Fig. 1: placement view
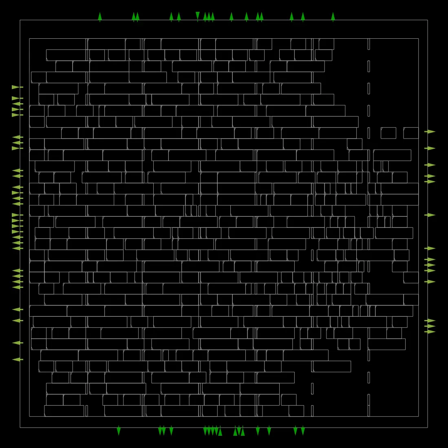
Fig. 2: logic cells by family
Drawn at 4 px/um.
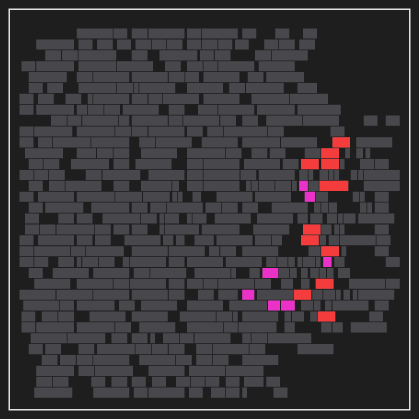
Fig. 3: I/O nets highlighted
Drawn at 3 px/um.
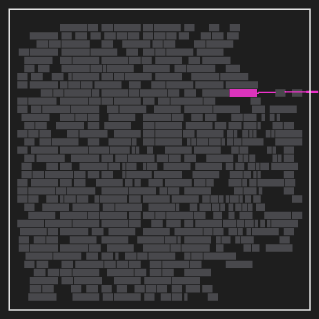
[src/rtl/glyph_seq_pkg.sv]
// rtl/glyph_seq_pkg.sv - shared constants, control bit map, FSM states and default palette
package glyph_seq_pkg;

    localparam logic [3:0] PAL_ADDR_MAX = 4'd7;
    localparam logic [3:0] CTRL_ADDR    = 4'd8;
    localparam logic [3:0] STEP_ADDR    = 4'd9;

    localparam int CTRL_W           = 4;
    localparam int CTRL_PAUSE_BIT   = 0;
    localparam int CTRL_SPEED_LSB   = 1;
    localparam int CTRL_SPEED_MSB   = 2;
    localparam int CTRL_REVERSE_BIT = 3;

    typedef enum logic [1:0] {
        RUN,
        COMMIT,
        ADVANCE
    } seq_state_e;

    // Entry 0 sits in the low six bits; the first element listed is entry 7.
    localparam logic [7:0][5:0] DEFAULT_PALETTE = {
        6'b101110, 6'b011110, 6'b011101, 6'b001101,
        6'b001100, 6'b001000, 6'b000100, 6'b000000
    };

endpackage

[src/rtl/sync_edge_det.sv]
// rtl/sync_edge_det.sv - delayed copy of vsync and a pulse on entry into the active level
module sync_edge_det #(
    parameter logic VSYNC_POL = 1'b0
) (
    input  logic clk,
    input  logic reset,
    input  logic sig_i,
    output logic start_o
);

    logic sig_d_q;

    // Previous-cycle copy; resets to the inactive level so reset never fakes an edge.
    always_ff @(posedge clk or posedge reset) begin
        if (reset) begin
            sig_d_q <= ~VSYNC_POL;
        end else begin
            sig_d_q <= sig_i;
        end
    end

    assign start_o = (sig_i == VSYNC_POL) && (sig_d_q != VSYNC_POL);

endmodule

[src/rtl/glyph_frame_sequencer.sv]
// rtl/glyph_frame_sequencer.sv - shadowed palette/animation control committed at vsync start; GLYPH_SEQ_STEP_EN enables single-step
module glyph_frame_sequencer
    import glyph_seq_pkg::*;
#(
    parameter int   CNT_W     = 10,
    parameter logic VSYNC_POL = 1'b0
) (
    input  logic             clk,
    input  logic             reset,
    input  logic             vsync_in,
    input  logic             cfg_valid,
    output logic             cfg_ready,
    input  logic [3:0]       cfg_addr,
    input  logic [5:0]       cfg_data,
    output logic [47:0]      palette_flat,
    output logic [CNT_W-1:0] frame_cnt,
    output logic             frame_tick,
    output logic             paused
);

    seq_state_e        state_q;
    logic              cfg_ready_q;
    logic              frame_tick_q;
    logic [CNT_W-1:0]  frame_cnt_q;
    logic [7:0][5:0]   shadow_pal_q;
    logic [7:0][5:0]   commit_pal_q;
    logic [CTRL_W-1:0] shadow_ctrl_q;
    logic [CTRL_W-1:0] commit_ctrl_q;

    logic              start_edge;
    logic              cfg_fire;
    logic              step_go;
    logic [CNT_W-1:0]  step_amt;

    sync_edge_det #(
        .VSYNC_POL (VSYNC_POL)
    ) u_edge (
        .clk     (clk),
        .reset   (reset),
        .sig_i   (vsync_in),
        .start_o (start_edge)
    );

    // cfg_ready is high exactly while in RUN, so a handshake can only land in RUN.
    assign cfg_fire = cfg_valid && cfg_ready_q;
    assign step_amt = {{(CNT_W-1){1'b0}}, 1'b1} << commit_ctrl_q[CTRL_SPEED_MSB:CTRL_SPEED_LSB];

    // Shadow registers collect writes during the frame; addresses 10-15 fall through untouched.
    always_ff @(posedge clk or posedge reset) begin
        if (reset) begin
            shadow_pal_q  <= DEFAULT_PALETTE;
            shadow_ctrl_q <= '0;
        end else if (cfg_fire) begin
            if (cfg_addr <= PAL_ADDR_MAX) begin
                shadow_pal_q[cfg_addr[2:0]] <= cfg_data;
            end else if (cfg_addr == CTRL_ADDR) begin
                shadow_ctrl_q <= cfg_data[CTRL_W-1:0];
            end
        end
    end

`ifdef GLYPH_SEQ_STEP_EN
    logic step_pending_q;

    // Step request survives until the next ADVANCE consumes it, whether or not it moves the count.
    always_ff @(posedge clk or posedge reset) begin
        if (reset) begin
            step_pending_q <= 1'b0;
        end else if (cfg_fire && (cfg_addr == STEP_ADDR)) begin
            step_pending_q <= 1'b1;
        end else if (state_q == ADVANCE) begin
            step_pending_q <= 1'b0;
        end
    end

    assign step_go = step_pending_q;
`else
    assign step_go = 1'b0;
`endif

    // Frame FSM: RUN waits for the start edge, COMMIT copies shadows, ADVANCE moves the counter.
    always_ff @(posedge clk or posedge reset) begin
        if (reset) begin
            state_q       <= RUN;
            cfg_ready_q   <= 1'b1;
            frame_tick_q  <= 1'b0;
            frame_cnt_q   <= '0;
            commit_pal_q  <= DEFAULT_PALETTE;
            commit_ctrl_q <= '0;
        end else begin
            frame_tick_q <= 1'b0;
            case (state_q)
                RUN: begin
                    if (start_edge) begin
                        state_q     <= COMMIT;
                        cfg_ready_q <= 1'b0;
                    end
                end
                COMMIT: begin
                    commit_pal_q  <= shadow_pal_q;
                    commit_ctrl_q <= shadow_ctrl_q;
                    frame_tick_q  <= 1'b1;
                    state_q       <= ADVANCE;
                end
                ADVANCE: begin
                    if (!commit_ctrl_q[CTRL_PAUSE_BIT] || step_go) begin
                        if (commit_ctrl_q[CTRL_REVERSE_BIT]) begin
                            frame_cnt_q <= frame_cnt_q - step_amt;
                        end else begin
                            frame_cnt_q <= frame_cnt_q + step_amt;
                        end
                    end
                    state_q     <= RUN;
                    cfg_ready_q <= 1'b1;
                end
                default: begin
                    state_q     <= RUN;
                    cfg_ready_q <= 1'b1;
                end
            endcase
        end
    end

    assign cfg_ready    = cfg_ready_q;
    assign frame_tick   = frame_tick_q;
    assign frame_cnt    = frame_cnt_q;
    assign palette_flat = commit_pal_q;
    assign paused       = commit_ctrl_q[CTRL_PAUSE_BIT];

endmodule

[config.mk]
export PLATFORM = sky130hd
export DESIGN_NAME = glyph_frame_sequencer
export DESIGN_NICKNAME = d
export VERILOG_FILES = /design/src/rtl/glyph_seq_pkg.sv /design/src/rtl/sync_edge_det.sv /design/src/rtl/glyph_frame_sequencer.sv
export SDC_FILE = /design/constraint.sdc
export NUM_CORES = 1
export LEC_CHECK = 0
export CORE_MARGIN = 2
export CORE_UTILIZATION = 55
export DETAILED_ROUTE_END_ITERATION = 8
export PLACE_DENSITY = 0.85
export SYNTH_ARGS = -nofsm -noshare
export SYNTH_HDL_FRONTEND = slang
export SYNTH_HIERARCHICAL = 1
export SYNTH_SLANG_ARGS = --single-unit
[constraint.sdc]
create_clock -name clk -period 10.7 [get_ports clk]
set_input_delay 1.07 -clock clk [delete_from_list [all_inputs] [get_ports clk]]
set_output_delay 1.07 -clock clk [all_outputs]
set_load 0.01 [all_outputs]
==> deck_impl_summary.md <==
Physical Implementation Snapshot

Drt
  – Post-route DRC violation count: 0
  – Drt pass-1 iters: 4
  – Detailed Route WL: roughly 10 mm
  – Final ANT Viol Nets: 0

Critical path
  – Maximum fanout along the worst path: 5
  – Crit path kind: reg2reg
  – FF-to-FF Start: commit_ctrl_q[1]
  – Crit. End Element: register

GRT
  – Largest net degree at the start of global routing: 75
  – Grt ovf: 0

Hold path
  – Hold path endpoint: frame_cnt[9]

Final timing
  – Clock skew: 9.89 ps
  – Max frequency: 0.345 GHz
  – Hold WS: 473 ps
  – Minimum clock period: 2900 ps

Job
  – MaxCap Viol Count: 0
  – Total tool warning count: 26

Synthesis
  – Synth Seq Share: 60.1%
  – Post-synth cell types: roughly 46
  – Yosys cell count: 340
  – Post-synth top area cell: dfrtp_1
  – Syn Inst Count: 340
  – Synth top cells by count: 105 x mux2_2, 79 x dfrtp_1, 40 x dfstp_2, 13 x nand2_1, 10 x ha_1
  – Syn avg cell area: 14.8 um2
  – Netlist Area Pre-Place: 5040 um2
  – Area share, top type: 39.2%

Place
  – I/O Buffers: 74

Floorplan
  – Chip Width: 99.7 um
  – I/O pin cnt: 75

Clock network
  – Clk slew on worst S/H paths: 50 ps
  – Clock root buffer: clkbuf_8

Status
  – Run status: complete, no violations

Pwr
  – Combinational Power Share: ~31%
  – Int Power: 1340 uW
Back to the opening pictures, Fig. 1:
Core ar.: 8810 um2
fillers: 526
flop share of the area: 46.8%

Back to the opening pictures, Fig. 2:
[magenta] and/or cells | cells: 7 | most used: and2b_2
[red] fa/ha/maj cells | cells: 11 | most used: ha_1 | where: east

Back to the opening pictures, Fig. 3:
[magenta] `frame_tick` | bits: 1 | direction: output | edge: east | end cells: 1 | wire: 14.5 um

[metal layers]
layer	routed length [um]	up-vias	track usage [%]
met4	193	0	10.2
met2	5160	89	37.1
met1	4250	1564	27.7
li1	-	1384	-
met3	574	19	6.89
met5	0	-	0
[state kept, by name, summed over array words and instances, names as in the netlist]
name	count
palette_flat	48
shadow_pal_q	48
frame_cnt	10
commit_ctrl_q	4
shadow_ctrl_q	4
state_q	2
cfg_ready	1
frame_tick	1
u_edge/sig_d_q	1
[kinds of logic (layout without fill, tap and decap cells)]
group,count (synthesis),in the layout,synth area share [%]
and+or+nand+nor,53,53,7.55
AOI/OAI and AO/OA,27,27,3.47
adders and majority gates,11,11,2.88
muxes,105,105,23.5
xor gates and xnor gates,4,4,0.695
buffers and inverters,21,117,1.89
DFF,119,119,60.1
[area by class of cell]
class | instances | area share (%)
flip-flops and latches | 119 | 46.8
multi-input cells | 200 | 29.6
repair buffers | 76 | 11.7
clock buffers | 25 | 7.48
well taps | 108 | 2.09
clock inverters | 7 | 1.82
inverters | 9 | 0.560
[placed cells by master (no fill, tap or decap), types with 6 or more instances in the layout]
| master | count |
|---|---|
| ha_1 | 10 |
| nand2_1 | 13 |
| inv_1 | 8 |
| clkbuf_16 | 16 |
| dfstp_2 | 40 |
| dfrtp_1 | 79 |
| o21ai_0 | 7 |
| clkdlybuf4s50_1 | 74 |
| mux2_2 | 105 |
| nor2_1 | 6 |
[power by group through the flow]
| stage | sequential, uW | clock (uW) | combinational (uW) |
|---|---|---|---|
| after floorplan | 738 | 0 | 293 |
| after global placement | 715 | 0 | 548 |
| after detailed placement | 721 | 0 | 570 |
| after CTS | 720 | 577 | 578 |
| after global routing | 738 | 595 | 627 |
| final | 719 | 568 | 572 |
[worst max-delay path, cell delays in order, from the launching register on]
cell	delay [ps]
dfrtp_1	400
or2_2	320
ha_1	290
mux2_2	290
fa_1	420
and2b_1	200
o21ai_1	70
a21boi_1	270
o2111ai_1	160
or3_1	330
nand3_1	90
[metrics by stage]
step,setup slack (ps),utilization [%]
after floorplan,6570,-
after global placement,7870,66.7
after detailed placement,7800,66.7
after CTS,7810,73.5
after global routing,7620,73.5
final,7800,73.5
[worst max path at each step]
stage | cells past startpoint | slack, ps | end
floorplan | 1 | 6570 | commit_ctrl_q[0]
global placement | 3 | 7870 | palette_flat[41]
detailed placement | 3 | 7800 | palette_flat[31]
CTS | 10 | 7810 | frame_cnt[8]
global route | 10 | 7620 | frame_cnt[8]
finish | 10 | 7800 | frame_cnt[8]
Power and IR drop assume default switching activity.
